===== config.mk =====
export PLATFORM = sky130hd
export DESIGN_NAME = s2p_rx
export DESIGN_NICKNAME = d
export VERILOG_FILES = /design/src/rtl/s2p_rx.sv
export SDC_FILE = /design/constraint.sdc
export NUM_CORES = 1
export LEC_CHECK = 0
export ABC_AREA = 1
export CORE_MARGIN = 2
export CORE_UTILIZATION = 30
export CTS_CLUSTER_DIAMETER = 100
export DETAILED_ROUTE_END_ITERATION = 8
export PLACE_DENSITY_LB_ADDON = 0.3
export REMOVE_ABC_BUFFERS = 1
export SLEW_MARGIN = 20
export SYNTH_ARGS = -nofsm -noshare
export SYNTH_HDL_FRONTEND = slang
export SYNTH_SLANG_ARGS = --single-unit

===== constraint.sdc =====
create_clock -name clk -period 1.8 [get_ports clk]
set_input_delay 0.27 -clock clk [delete_from_list [all_inputs] [get_ports clk]]
set_output_delay 0.27 -clock clk [all_outputs]
set_load 0.02 [all_outputs]

===== src/rtl/s2p_rx.sv =====
// s2p_rx: serial-to-parallel receiver for the segment/LED serial link.
//
// Rebuilds the parallel frame sent by the parallel-to-serial transmitter.
// All four serial-link inputs are resynchronised to clk. Edges are then
// detected on the synchronised copies.
//
// Ports:
//   clk, rst   system clock, synchronous active-high reset
//   sclk       serial shift clock; each rising edge carries one bit on sin
//   sin        serial data, MSB (bit WIDTH-1) first
//   pen        latch enable; a rising edge closes the open frame
//   sclrn      active-low clear of the serial chain (also clears pdata)
//   pdata      last correctly received frame
//   valid      one-cycle pulse when pdata is updated
//   frame_err  one-cycle pulse when a frame is rejected (bad length,
//              overrun or timeout)
//   busy       high while a frame is open (FSM in SHIFT); this is the
//              FSM state as seen from outside
//   bit_cnt    bits received in the current frame, saturating at WIDTH
module s2p_rx #(
    parameter int WIDTH       = 64,
    parameter int SYNC_STAGES = 2,
    parameter int TIMEOUT     = 1024
) (
    input  logic                       clk,
    input  logic                       rst,
    input  logic                       sclk,
    input  logic                       sin,
    input  logic                       pen,
    input  logic                       sclrn,
    output logic [WIDTH-1:0]           pdata,
    output logic                       valid,
    output logic                       frame_err,
    output logic                       busy,
    output logic [$clog2(WIDTH+1)-1:0] bit_cnt
);

    localparam int CW = $clog2(WIDTH + 1);
    localparam int TW = $clog2(TIMEOUT + 1);

    typedef enum logic {
        IDLE  = 1'b0,
        SHIFT = 1'b1
    } state_t;

    // Synchroniser chain. Each stage is {sclrn, pen, sin, sclk}.
    logic [3:0] sync_q [SYNC_STAGES];
    logic [3:0] sync_d [SYNC_STAGES];
    // Edge-detect delay register: {pen, sclk} one cycle behind the last stage.
    logic [1:0] prev_q, prev_d;

    state_t           state_q, state_d;
    logic [WIDTH-1:0] sreg_q, sreg_d;
    logic [CW-1:0]    cnt_q, cnt_d;
    logic             ovr_q, ovr_d;
    logic [TW-1:0]    tmr_q, tmr_d;
    logic [WIDTH-1:0] pdata_q, pdata_d;
    logic             valid_q, valid_d;
    logic             err_q, err_d;

    logic s_sclk, s_sin, s_pen, s_sclrn;
    logic sclk_rise, pen_rise;

    always_comb begin
        sync_d[0] = {sclrn, pen, sin, sclk};
        for (int i = 1; i < SYNC_STAGES; i++) begin
            sync_d[i] = sync_q[i-1];
        end
    end

    assign s_sclk  = sync_q[SYNC_STAGES-1][0];
    assign s_sin   = sync_q[SYNC_STAGES-1][1];
    assign s_pen   = sync_q[SYNC_STAGES-1][2];
    assign s_sclrn = sync_q[SYNC_STAGES-1][3];

    assign prev_d    = {s_pen, s_sclk};
    assign sclk_rise = s_sclk & ~prev_q[0];
    assign pen_rise  = s_pen & ~prev_q[1];

    always_comb begin
        state_d = state_q;
        sreg_d  = sreg_q;
        cnt_d   = cnt_q;
        ovr_d   = ovr_q;
        tmr_d   = tmr_q;
        pdata_d = pdata_q;
        valid_d = 1'b0;
        err_d   = 1'b0;

        if (!s_sclrn) begin
            // Clear wins over everything; edges seen meanwhile are dropped
            // but prev_q keeps tracking so no stale edge appears afterwards.
            pdata_d = '0;
            sreg_d  = '0;
            cnt_d   = '0;
            ovr_d   = 1'b0;
            tmr_d   = '0;
            state_d = IDLE;
        end else begin
            // The shift happens first so a latch coinciding with the final
            // bit sees the updated count and overrun flag.
            if (sclk_rise) begin
                sreg_d = {sreg_q[WIDTH-2:0], s_sin};
                if (cnt_q == CW'(WIDTH)) begin
                    ovr_d = 1'b1;
                end else begin
                    cnt_d = cnt_q + CW'(1);
                end
            end

            case (state_q)
                IDLE: begin
                    if (sclk_rise) begin
                        state_d = SHIFT;
                        tmr_d   = '0;
                    end
                end
                SHIFT: begin
                    tmr_d = sclk_rise ? '0 : tmr_q + TW'(1);
                    if (pen_rise) begin
                        if (cnt_d == CW'(WIDTH) && !ovr_d) begin
                            pdata_d = sreg_d;
                            valid_d = 1'b1;
                        end else begin
                            err_d = 1'b1;
                        end
                        cnt_d   = '0;
                        ovr_d   = 1'b0;
                        tmr_d   = '0;
                        state_d = IDLE;
                    end else if (!sclk_rise && tmr_q == TW'(TIMEOUT - 1)) begin
                        // Transmitter went quiet mid-frame: abandon it.
                        err_d   = 1'b1;
                        cnt_d   = '0;
                        ovr_d   = 1'b0;
                        tmr_d   = '0;
                        state_d = IDLE;
                    end
                end
                default: state_d = IDLE;
            endcase
        end
    end

    always_ff @(posedge clk) begin
        if (rst) begin
            for (int i = 0; i < SYNC_STAGES; i++) begin
                sync_q[i] <= '0;
            end
            prev_q  <= '0;
            state_q <= IDLE;
            sreg_q  <= '0;
            cnt_q   <= '0;
            ovr_q   <= 1'b0;
            tmr_q   <= '0;
            pdata_q <= '0;
            valid_q <= 1'b0;
            err_q   <= 1'b0;
        end else begin
            for (int i = 0; i < SYNC_STAGES; i++) begin
                sync_q[i] <= sync_d[i];
            end
            prev_q  <= prev_d;
            state_q <= state_d;
            sreg_q  <= sreg_d;
            cnt_q   <= cnt_d;
            ovr_q   <= ovr_d;
            tmr_q   <= tmr_d;
            pdata_q <= pdata_d;
            valid_q <= valid_d;
            err_q   <= err_d;
        end
    end

    assign pdata     = pdata_q;
    assign valid     = valid_q;
    assign frame_err = err_q;
    assign busy      = (state_q == SHIFT);
    assign bit_cnt   = cnt_q;

endmodule


==> impl_metrics.yaml <==
# synthesis and place-and-route metrics
setup_path:
  cp-end-kind: "flip-flop"
  r2r-end: "bit_cnt[1]$_SDFF_PP0_"
  cp.required_ns: 2.16
  crit_slowest_cell: "dfxtp_4"
  slowest_delay_ns: 0.39
  cp_cell_sequence: "inv_4 > ha_4 > nand2_2 > buf_4 > buf_4 > buf_4 > buf_4 > buf_4 > buf_4 > buf_4 > buf_4 > a21oi_2"
cells_and_area:
  fin_nets: 1157
  clock_area_share_pct: 6.05
  drive_gt1_share_pct: 21.1
  combGateArea_um2: 2940
  fin_area_um2: 9850
run_status:
  outcome: "finished with violations"
  violations: "negative setup slack"
synthesis:
  synthArstFlopShare_pct: 0
  top_area_share_pct: 47.1
  synthFlopType: "dfxtp_1"
  ys_cells: 1007
  edf_count: 0
  yosys_warnings: 0
  yosysTopAreaCell: "dfxtp_1"
  synthDistinctLibCells: 23
routing:
  met1_length_mm: 8.98
  drtIter0Drc: 386
  avgViaCountPerCell: 4.44
  ant_nets: 0
  met3_wirelength_um: 790
final_timing:
  slew_headroom_pct: 78.1
  finalSetupViolCount: 66
  min_period_ns: 1.90
  timing.final.ws_setup_ns: -0.102
placement:
  dpl.cell_count: 1380
  gp_congestion: 0.863
clocking:
  worstSkewPairLatency_ns: 0.43
power_and_ir_drop:
  p_clk_share_pct: 48.6
cell usage in the layout, fill, tap and decap left out, types with 3 or more instances in the layout:
master	n
buf_6	5
bufinv_16	3
nand2_4	8
clkinvlp_4	3
inv_2	27
nor2_1	157
clkbuf_16	22
buf_16	7
nand3_4	3
a21oi_1	10
nand3_1	11
clkinv_2	5
dfxtp_4	3
nand4_1	70
nand2_2	39
nand3_2	5
nand2_1	195
dfxtp_1	156
buf_4	66
buf_12	14
dlygate4sd2_1	5
o21ai_0	63
clkdlybuf4s50_1	72
inv_1	166
nor2_4	10
nor2_2	12
kinds of logic after synthesis:
group,count (synthesis)
buffers and inverters,252
flip-flops,160
AND/OR/NAND/NOR,511
AND-OR/OR-AND,77
XOR/XNOR,2
adder cells (fa/ha/maj),3
multiplexers,2
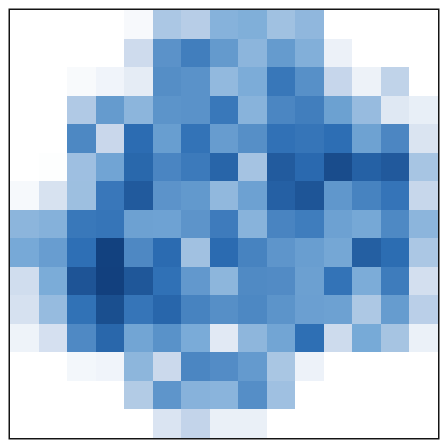
Fig. 1. Local utilization.
15 x 15 tiles, from white (low) to dark blue (high), 0 to 100% covered.
emptiest ninth of the die: north-west
mean over tiles: 40%
fullest tile: 94%
tiles over 75% full: 10%
nearly empty tiles: 22%
final core utilization: 43.9%
core area: 22400 um^2
floorplan core density: 30.3%

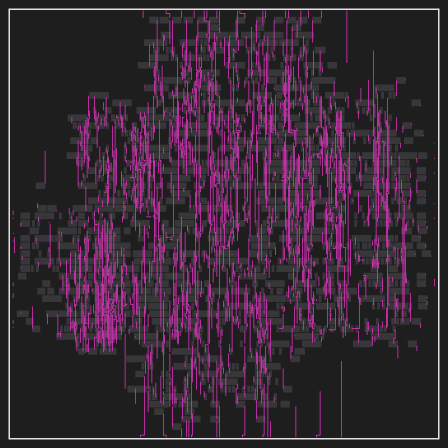
Fig. 2. Metal 2.
Cells faint in the background.
nets with wire on the layer: 860
longest straight run: 49.0 um
main direction: vertical

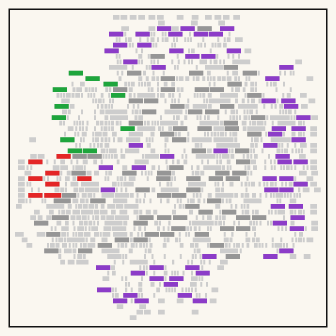
Fig. 3. Sequential cells grouped by signal name.
Other sequential cells in the stronger grey, the rest of the logic in the fainter grey.
| name in the netlist | colour | placed flops |
|---|---|---|
| pdata | purple | 64 |
| tmr_q | green | 11 |
| sync_q | red | 8 |
Seq. cell area: 3220 um^2
Flop+latch power: 0.00356 W

Power and IR drop assume default switching activity.
